--- src/rtl/mcu_bus_regs.sv ---
// -----------------------------------------------------------------------------
// mcu_bus_regs
//   Slave for the MCU multiplexed ALE/RD/WR parallel bus. The asynchronous
//   strobes and the bus pins are synchronised. The address is latched during
//   ALE. Writes are committed into a bank of NUM_REGS registers. Reads are
//   served from per-register status inputs. The pad tristate is built in the
//   top level from bus_out/bus_oe.
//
// Optional feature (macro MCU_BUS_TIMEOUT_EN):
//   When defined, a strobe or ALE that stays low for TIMEOUT cycles aborts the
//   transaction. The abort raises bus_err, drops bus_oe and discards any
//   pending write. When undefined, a stuck strobe holds the state machine
//   indefinitely.
//
// Ports:
//   clk        system clock
//   reset_n    asynchronous active-low reset
//   ale_n      address latch enable, active low (asynchronous pin)
//   rd_n       read strobe, active low (asynchronous pin)
//   wr_n       write strobe, active low (asynchronous pin)
//   bus_in     bus pins as sampled from the pad
//   bus_out    read data to drive onto the bus
//   bus_oe     drive enable for bus_out
//   reg_q      register bank contents; reg i is at [i*DATA_W +: DATA_W]
//   status_in  read-back value per register, same packing as reg_q
//   wr_stb     one-cycle pulse on the register just written
//   rd_stb     one-cycle pulse when a register read completes
//   bus_err    one-cycle pulse on a protocol violation or timeout
// -----------------------------------------------------------------------------
module mcu_bus_regs #(
  parameter int unsigned DATA_W      = 8,
  parameter int unsigned NUM_REGS    = 16,
  parameter int unsigned BASE_ADDR   = 0,
  parameter int unsigned SYNC_STAGES = 2,
  parameter int unsigned TIMEOUT     = 255
) (
  input  logic                         clk,
  input  logic                         reset_n,
  input  logic                         ale_n,
  input  logic                         rd_n,
  input  logic                         wr_n,
  input  logic [DATA_W-1:0]            bus_in,
  output logic [DATA_W-1:0]            bus_out,
  output logic                         bus_oe,
  output logic [NUM_REGS*DATA_W-1:0]   reg_q,
  input  logic [NUM_REGS*DATA_W-1:0]   status_in,
  output logic [NUM_REGS-1:0]          wr_stb,
  output logic [NUM_REGS-1:0]          rd_stb,
  output logic                         bus_err
);

  localparam int unsigned IDX_W = (NUM_REGS > 1) ? $clog2(NUM_REGS) : 1;
  localparam logic [DATA_W:0] BASE_EXT = (DATA_W+1)'(BASE_ADDR);
  localparam logic [DATA_W:0] NUM_EXT  = (DATA_W+1)'(NUM_REGS);

  // Reject configurations the logic below cannot honour.
  if (SYNC_STAGES < 2) begin : g_bad_sync
    $error("mcu_bus_regs: SYNC_STAGES must be at least 2");
  end
  if (TIMEOUT < 1) begin : g_bad_timeout
    $error("mcu_bus_regs: TIMEOUT must be at least 1");
  end
  if (NUM_REGS < 1 || 64'(NUM_REGS) > (64'd1 << DATA_W)) begin : g_bad_regs
    $error("mcu_bus_regs: NUM_REGS must be in 1..2^DATA_W");
  end

  typedef enum logic [1:0] {
    ST_IDLE,
    ST_ADDR,
    ST_WRITE,
    ST_READ
  } state_t;

  // ---------------------------------------------------------------------------
  // Synchronisers. Every pin gets the same depth, so the data on bus_s stays
  // aligned with the strobe it belongs to.
  // ---------------------------------------------------------------------------
  logic [SYNC_STAGES-1:0] ale_sr, rd_sr, wr_sr;
  logic [DATA_W-1:0]      bus_sr [SYNC_STAGES];

  // NOTE: the strobe synchronisers reset to the idle (high) level. If they
  // reset to zero, reset release would look like a falling strobe and start a
  // phantom transaction.
  always_ff @(posedge clk or negedge reset_n) begin
    if (!reset_n) begin
      ale_sr <= '1;
      rd_sr  <= '1;
      wr_sr  <= '1;
      for (int i = 0; i < int'(SYNC_STAGES); i++) bus_sr[i] <= '0;
    end else begin
      ale_sr    <= {ale_sr[SYNC_STAGES-2:0], ale_n};
      rd_sr     <= {rd_sr[SYNC_STAGES-2:0],  rd_n};
      wr_sr     <= {wr_sr[SYNC_STAGES-2:0],  wr_n};
      bus_sr[0] <= bus_in;
      for (int i = 1; i < int'(SYNC_STAGES); i++) bus_sr[i] <= bus_sr[i-1];
    end
  end

  logic              ale_s, rd_s, wr_s;
  logic [DATA_W-1:0] bus_s;
  assign ale_s = ale_sr[SYNC_STAGES-1];
  assign rd_s  = rd_sr[SYNC_STAGES-1];
  assign wr_s  = wr_sr[SYNC_STAGES-1];
  assign bus_s = bus_sr[SYNC_STAGES-1];

  // ---------------------------------------------------------------------------
  // State, address/data holding and the register bank
  // ---------------------------------------------------------------------------
  state_t            state;
  logic              armed;      // IDLE accepts a new phase only when set
  logic [DATA_W-1:0] addr_hold;
  logic [DATA_W-1:0] data_hold;
  logic [DATA_W-1:0] regs [NUM_REGS];

  for (genvar g = 0; g < int'(NUM_REGS); g++) begin : g_pack
    assign reg_q[g*DATA_W +: DATA_W] = regs[g];
  end

  // Address decode. The subtraction is one bit wider than the bus, so an
  // address below BASE_ADDR borrows into the top bit and counts as a miss.
  logic [DATA_W:0]  addr_off;
  logic             hit;
  logic [IDX_W-1:0] idx;

  // NOTE: every signal assigned in this block gets a value on every path
  // (defaults first). A missing default would infer a latch.
  always_comb begin
    addr_off = {1'b0, addr_hold} - BASE_EXT;
    hit      = !addr_off[DATA_W] && (addr_off < NUM_EXT);
    idx      = addr_off[IDX_W-1:0];
  end

  // ---------------------------------------------------------------------------
  // Abort conditions: both strobes low, ALE inside a data phase, or timeout.
  // An IDLE that is not yet re-armed ignores them, so a single violation
  // raises exactly one bus_err pulse.
  // ---------------------------------------------------------------------------
  logic tmo_hit;

`ifdef MCU_BUS_TIMEOUT_EN
  localparam int unsigned TMO_W = $clog2(TIMEOUT + 1);
  logic [TMO_W-1:0] tmo_cnt;

  // The counter restarts every time the machine sits in IDLE. It therefore
  // measures how long the current ADDR/READ/WRITE phase has been open.
  always_ff @(posedge clk or negedge reset_n) begin
    if (!reset_n) begin
      tmo_cnt <= '0;
    end else if (state == ST_IDLE || tmo_hit) begin
      tmo_cnt <= '0;
    end else begin
      tmo_cnt <= tmo_cnt + 1'b1;
    end
  end

  assign tmo_hit = (state != ST_IDLE) && (tmo_cnt == TMO_W'(TIMEOUT));
`else
  assign tmo_hit = 1'b0;
`endif

  logic proto_err;
  logic abort;

  always_comb begin
    proto_err = (!rd_s && !wr_s) ||
                (!ale_s && (state == ST_READ || state == ST_WRITE));
    abort     = ((state != ST_IDLE) || armed) && (proto_err || tmo_hit);
  end

  // ---------------------------------------------------------------------------
  // Bus state machine with registered outputs
  // ---------------------------------------------------------------------------
  // NOTE: the register bank is built from flops, not RAM. Its reset therefore
  // clears every entry asynchronously, just as it does the other outputs.
  always_ff @(posedge clk or negedge reset_n) begin
    if (!reset_n) begin
      state     <= ST_IDLE;
      armed     <= 1'b1;
      addr_hold <= '0;
      data_hold <= '0;
      bus_out   <= '0;
      bus_oe    <= 1'b0;
      wr_stb    <= '0;
      rd_stb    <= '0;
      bus_err   <= 1'b0;
      for (int i = 0; i < int'(NUM_REGS); i++) regs[i] <= '0;
    end else begin
      wr_stb  <= '0;
      rd_stb  <= '0;
      bus_err <= 1'b0;

      if (abort) begin
        bus_err <= 1'b1;
        bus_oe  <= 1'b0;
        state   <= ST_IDLE;
        armed   <= 1'b0;
      end else begin
        unique case (state)
          ST_IDLE: begin
            // Phases are entered on the level. That is equivalent to the
            // falling edge because IDLE is only armed with all strobes high.
            // Using the level also lets a strobe that falls right after the
            // previous one rises start a new phase with no gap.
            if (!armed) begin
              if (ale_s && rd_s && wr_s) armed <= 1'b1;
            end else if (!ale_s) begin
              state     <= ST_ADDR;
              addr_hold <= bus_s;
            end else if (!wr_s) begin
              state     <= ST_WRITE;
              data_hold <= bus_s;
            end else if (!rd_s) begin
              state <= ST_READ;
              if (hit) begin
                // The snapshot holds still for the whole strobe, even if
                // status_in changes meanwhile.
                bus_out <= status_in[idx*DATA_W +: DATA_W];
                bus_oe  <= 1'b1;
              end
            end
          end

          ST_ADDR: begin
            // The bus data is gone once ALE releases, so addr_hold freezes
            // on the last sample taken while ALE was low.
            if (ale_s) state     <= ST_IDLE;
            else       addr_hold <= bus_s;
          end

          ST_WRITE: begin
            if (wr_s) begin
              state <= ST_IDLE;
              if (hit) begin
                regs[idx]   <= data_hold;
                wr_stb[idx] <= 1'b1;
              end
            end else begin
              data_hold <= bus_s;
            end
          end

          ST_READ: begin
            if (rd_s) begin
              state  <= ST_IDLE;
              bus_oe <= 1'b0;
              if (hit) rd_stb[idx] <= 1'b1;
            end
          end

          default: state <= ST_IDLE;
        endcase
      end
    end
  end

endmodule

--- config.mk ---
export PLATFORM = sky130hd
export DESIGN_NAME = mcu_bus_regs
export DESIGN_NICKNAME = d
export VERILOG_FILES = /design/src/rtl/mcu_bus_regs.sv
export SDC_FILE = /design/constraint.sdc
export NUM_CORES = 1
export LEC_CHECK = 0
export CAP_MARGIN = 40
export CORE_UTILIZATION = 48
export DETAILED_ROUTE_END_ITERATION = 12
export GPL_ROUTABILITY_DRIVEN = 0
export HOLD_SLACK_MARGIN = 0.15
export PLACE_DENSITY = 0.82
export SKIP_CTS_REPAIR_TIMING = 1
export SYNTH_ARGS = -nofsm -noshare
export SYNTH_HDL_FRONTEND = slang
export SYNTH_SLANG_ARGS = --single-unit
--- constraint.sdc ---
create_clock -name clk -period 3.56 [get_ports clk]
set_input_delay 0.712 -clock clk [delete_from_list [all_inputs] [get_ports clk]]
set_output_delay 0.712 -clock clk [all_outputs]
set_load 0.02 [all_outputs]
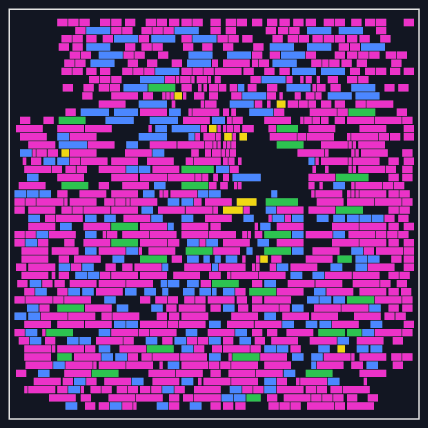
Figure 1: run 1, sizing map.
Drawn at 3 px/µm.
legend:
  green:
    size: x6 and larger
    cells: 31
    share: 3.5%
  yellow:
    size: x3 and x4
    cells: 10
    share: 1.1%
  blue:
    size: x2
    cells: 198
    share: 22%
  magenta:
    size: x1 and smaller
    cells: 656
    share: 73%

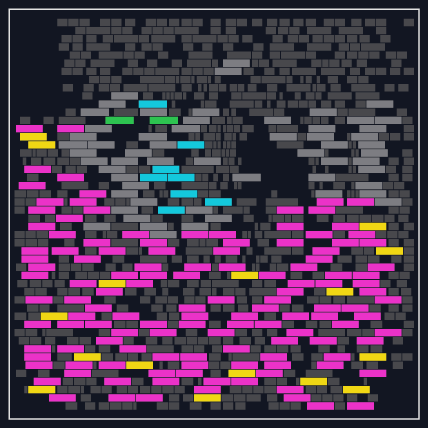
Figure 2: run 1, sequential cells coloured by netlist name.
Drawn at 3 px/µm.
legend:
  green:
    name_in_the_netlist: `rd_sr`
    placed_flops: 2
  cyan:
    name_in_the_netlist: `addr_hold`
    placed_flops: 8
    where: middle
  magenta:
    name_in_the_netlist: `reg_q`
    placed_flops: 128
  yellow:
    name_in_the_netlist: `wr_stb`
    placed_flops: 16

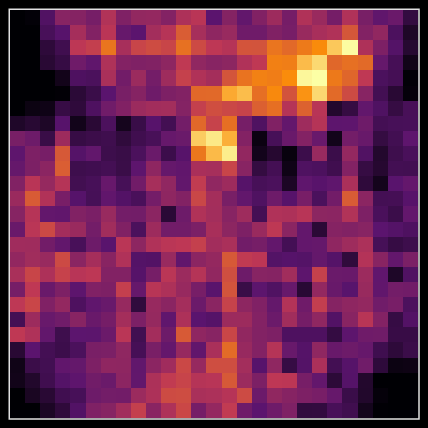
Figure 3: run 1, signal metal coverage by tile.
Drawn at 3 px/µm. The die is cut into 27 by 27 equal tiles; black is low, pale yellow is high, scaled to the fullest tile. Values are wire area over tile area, all layers added.
tiles over half the peak: 14%
nearly empty tiles: 4.1%
mean over tiles: 0.22
densest ninth of the die: top middle
fullest tile: 0.67

==> flow_summary.yaml, run 1 <==
# implementation run metrics
outcome:
  outcome: "completed"
pwr:
  netSwitchingPower_w: 0.00200
  sw_frac_of_total_pct: 29.6
  vdd_ir_drop_max_uv: 379
  group_drawing_the_most_power: "registers"
  static-leakage-power_nw: 5.81
  pg_clk_w: 0.00236
  power.internal_w: 0.00477
  logic_gate_share_of_total_power_pct: 19.8
  sequential_share_of_power_pct: 45.3
  seq-power_w: 0.00307
  post-layout-total-power_w: 0.00677
  pg_comb_w: 0.00134
global_routing:
  overflow: 0
  global_route.peak_usage_layer: "met2"
  groute.layer.met1.usage_pct: 39.5
  grt_pass1_vias: 6555
  grt_max_degree: 112
  grt_pass1_wl_um: 38500
  antenna_found_initial: 0
  globalRouteMet2Util_pct: 43.6
  grt_util_met3_pct: 6.97
  overall_global_routing_resource_usage_pct: 28.0
timing:
  tcrit_tclk_final_pct: 71.9
  final.setup.worst_slack_ns: 0.999
  final_clock_skew_ns: 0.00895
  timing.final.max_slew_violations: 0
  setup_viol_count_final: 0
  grt_setup_unrepaired: "no"
  maxSlewHeadroom_pct: 41.8
  timing_worst_slew_pin_value_ns: 0.874
  report.final.hold_viol_count: 0
  fin_worst_hold_slack_ns: 0.309
  min_period_ns: 2.56
  timing.fmax_mhz: 390
die:
  top_level_pins: 311
  fp.dieArea_um2: 18500
  core_region_area_um2: 17400
  floorplan.initialDensity_pct: 49.5
  die_width_um: 136
  fp.dieH_um: 136
route:
  drt.antenna.violating_nets: 0
  dr.max_layer_used: "met4"
  routed-wl-met2_um: 12500
  route.vias.total: 6222
  detailedRoute.firstPassIterationCount: 5
  detail_route.drc_violations: 0
  detail_route.wirelength_um: 25800
  post_drt_wl_per_cell_um: 23.0
  dr_wl_met3_um: 1950
  via_count_normalized_by_instance_count: 5.55
  wirelength_met1_um: 10800
setup_path:
  start_kind: "flip-flop"
  critPathCaptureType: "flip-flop"
  crit_chain: "nand4b_1 -> nor3b_1 -> buf_4 -> nor2b_1 -> mux2_2"
  worst_setup_path_endpoint: "reg_q[114]$_DFFE_PN0P_"
  path_depth: 5
  ff2ff_setup_slack_ns: 1.0
  cp_slowest_stage_delay_ns: 0.66
  crit_path_start: "wr_sr[1]$_DFF_PN1_"
  worst_setup_path_class: "reg -> reg"
  worst-path-max-fanout: 12
  critical_path.top_delay_family: "simple AND/OR/NAND/NOR gates"
  required_ns: 3.93
  r2r_worst_path_depth: 5
  cp_data_arrival_time_ns: 2.93
  critPathSlowestCell: "sky130_fd_sc_hd__dfstp_2"
  critical_path_buf_inv_count: 1
clock_network:
  htree_levels: 1
  cts_num_sinks: 211
  clock_latency_ns: 0.49
  clockBufferDepth: 3
  clkSlewWorstSetupHoldPaths_ns: 0.06
  cts_root_buffer: "sky130_fd_sc_hd__clkbuf_16"
synth:
  synthTopCellsByArea: "sky130_fd_sc_hd__dfrtp_1, sky130_fd_sc_hd__mux2_2, sky130_fd_sc_hd__mux4_2"
  synth_top_flop_cell: "sky130_fd_sc_hd__dfrtp_1"
  synth_cells: 567
  post_synth_ao_oa_area_fraction_pct: 3.35
  mappedNetlistArea_um2: 8630
  netlist_top_cells_count: "sky130_fd_sc_hd__dfrtp_1, sky130_fd_sc_hd__mux2_2, sky130_fd_sc_hd__mux4_2, sky130_fd_sc_hd__nand2_1, sky130_fd_sc_hd__nor2_1"
  ys_top_logic_family: "multiplexers"
  postSynthSeqShare_pct: 61.3
  synth.yosys.num_cells: 567
  synth.net_count: 708
  multiplexer_share_of_the_synthesized_area_pct: 27.1
  yosysChipArea_um2: 8630
  edf_count: 0
  syn-mean-instance-area_um2: 15.2
  top_area_share_pct: 59.2
  number_of_storage_elements_in_the_synthesis_netlist: 211
  ys.warnings.count: 0
  ys_sh_xor_pct: 0
  ys_types: 46
finish:
  final_common_cell: "sky130_fd_sc_hd__clkdlybuf4s50_1"
  stdcell_count: 1121
  syn2layout_area_growth_pct: 47.3
  layout-drive-gt1-share_pct: 26.7
  finalCoreUtilization_pct: 73.0
  layout_top_cells: "sky130_fd_sc_hd__clkdlybuf4s50_1, sky130_fd_sc_hd__dfrtp_1, sky130_fd_sc_hd__mux2_2"
  finish.net_count: 1020
  largest_reg_flops: 128
placement:
  dp.final_hpwl_um: 18900
  dpl.cell_count: 1080
  port_bufs: 310
  dpl_cell_area_um2: 12000
job:
  drv.max_cap_violation_count: 0
  warning_count: 29
worst_hold_path:
  min_path_type: "in -> async"
run 1: area by class of cell:
class | count | area (µm²)
multi-input combinational | 309 | 3140
clock buffer | 34 | 647
sequential | 211 | 5290
timing repair buffer | 318 | 3180
inverter | 17 | 63.8
antenna | 1 | 2.50
fill | 1125 | 4700
tap | 225 | 282
clock inverter | 6 | 109
run 1: cell families (layout without fill, tap and decap cells):
kind of cell / Yosys count / in the layout
DFF: 211 / 211
other: 0 / 1
AOI/OAI and AO/OA: 40 / 40
muxes: 176 / 176
and+or+nand+nor: 93 / 93
buffers and inverters: 47 / 375
Figure 4. Clock wiring as the flow saved it (run 1).
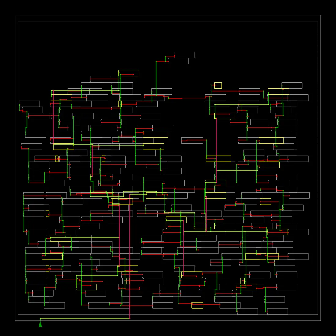

==> run 2, diff against run 1 <==
CORE_UTILIZATION = 41   (was 48)
PLACE_DENSITY = 0.74   (was 0.82)
clock period = 2.3 ns   (was 3.56 ns; I/O delays follow)
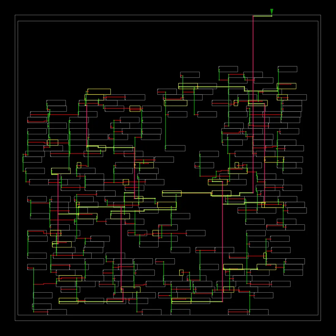
Figure 5: run 2, clock wiring as the flow saved it.
Sinks on Clock Net: 211
final clock skew: 0.00927 ns
Seq Cell Count: 211
clock-net power: 0.00372 W
number of clock buffers in the layout: 31

==> flow_summary.yaml, run 2 <==
# implementation run metrics
global_routing:
  groute.layer.met1.usage_pct: 35.4
  grt_max_degree: 60
  grt_util_met3_pct: 4.88
  overflow: 0
  antenna_found_initial: 0
  grt_pass1_vias: 6036
  global_route.peak_usage_layer: "met1"
job:
  warning_count: 26
  drv.max_cap_violation_count: 0
synth:
  ys_types: 46
  synth.net_count: 708
  post_synth_ao_oa_area_fraction_pct: 3.35
  netlist_top_cells_count: "sky130_fd_sc_hd__dfrtp_1, sky130_fd_sc_hd__mux2_2, sky130_fd_sc_hd__mux4_2, sky130_fd_sc_hd__nand2_1, sky130_fd_sc_hd__nor2_1"
  ys_sh_xor_pct: 0
  syn-mean-instance-area_um2: 15.2
  multiplexer_share_of_the_synthesized_area_pct: 27.1
  synth_top_flop_cell: "sky130_fd_sc_hd__dfrtp_1"
  top_area_share_pct: 59.2
  synth_cells: 567
  ys.warnings.count: 0
  edf_count: 0
  mappedNetlistArea_um2: 8630
  postSynthSeqShare_pct: 61.3
finish:
  dominant-cell-class: "sequential cells"
  finalCoreUtilization_pct: 63.8
  syn2layout_area_growth_pct: 51.0
  sequential_cell_area_um2: 5290
  finish.net_count: 1045
  layout.area.comb_um2: 3140
  number_of_inverters_outside_the_clock_class_in_the_layout: 17
  bufAreaShareNonClock_pct: 26.2
  area.share.combinational_pct: 24.1
  number_of_filler_cells_placed_in_the_layout: 1545
  num-nonclk-buffers: 343
  clockNetworkAreaShare_pct: 5.99
pwr:
  static-leakage-power_nw: 5.97
  pg_comb_w: 0.00233
  sequential_share_of_power_pct: 43.3
  seq-power_w: 0.00461
  power.internal_w: 0.00755
  post-layout-total-power_w: 0.0107
  sw_frac_of_total_pct: 29.1
  group_drawing_the_most_power: "registers"
  logic_gate_share_of_total_power_pct: 21.9
placement:
  port_bufs: 310
  dpl_cell_area_um2: 12200
  dp.final_hpwl_um: 18200
timing:
  report.final.hold_viol_count: 0
  timing.fmax_mhz: 467
  final.setup.worst_slack_ns: 0.159
  timing.final.max_slew_violations: 0
  grt_setup_unrepaired: "no"
  tcrit_tclk_final_pct: 93.1
  maxSlewHeadroom_pct: 43.9
  fin_worst_hold_slack_ns: 0.350
  min_period_ns: 2.14
setup_path:
  cp_slowest_stage_delay_ns: 0.51
  critPathSlowestCell: "sky130_fd_sc_hd__or4_1"
  worst_setup_path_endpoint: "reg_q[87]$_DFFE_PN0P_"
  worst-path-max-fanout: 9
  cp_data_arrival_time_ns: 2.51
  required_ns: 2.67
  start_kind: "flip-flop"
  crit_path_start: "addr_hold[7]$_DFFE_PN0P_"
  crit_chain: "or4_1 -> buf_4 -> nor3b_4 -> nand2_2 -> mux2_1"
  r2r_worst_path_depth: 5
route:
  dr.max_layer_used: "met4"
  routed-wl-met2_um: 11300
  dr_wl_met3_um: 1770
  post_drt_wl_per_cell_um: 21.0
  via_count_normalized_by_instance_count: 5.09
  route.vias.total: 6062
  drt.antenna.violating_nets: 0
  detail_route.wirelength_um: 25000
  wirelength_met1_um: 11500
clock_network:
  clock_latency_ns: 0.49
  htree_levels: 1
  clkSlewWorstSetupHoldPaths_ns: 0.06
  clockBufferDepth: 3
die:
  die_width_um: 147
  top_level_pins: 311
  n_tap_cell: 270
  core_region_area_um2: 20400
worst_hold_path:
  min_path_type: "reg -> reg"
outcome:
  outcome: "completed"
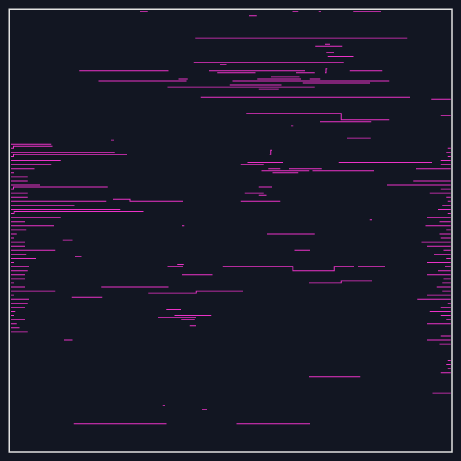
Figure 6: run 2, signal wires on met3.
Drawn at 3 px/µm.
nets with wire on the layer: 152
wire length on this layer: 1770 µm
main direction: horizontal
longest straight run: 70.4 µm

-- run 2: cell count changes in the layout (fill, tap and decap cells not counted) --
cell | before | now
sky130_fd_sc_hd__diode_2 | 1 | 0
sky130_fd_sc_hd__clkinv_4 | 1 | 0
sky130_fd_sc_hd__clkbuf_8 | 4 | 6
sky130_fd_sc_hd__buf_12 | 1 | 5
sky130_fd_sc_hd__buf_4 | 7 | 27
sky130_fd_sc_hd__dlygate4sd3_1 | 0 | 1
sky130_fd_sc_hd__clkbuf_1 | 8 | 3
sky130_fd_sc_hd__clkinvlp_4 | 0 | 2
sky130_fd_sc_hd__clkinv_2 | 2 | 4
Power and IR drop assume default switching activity.
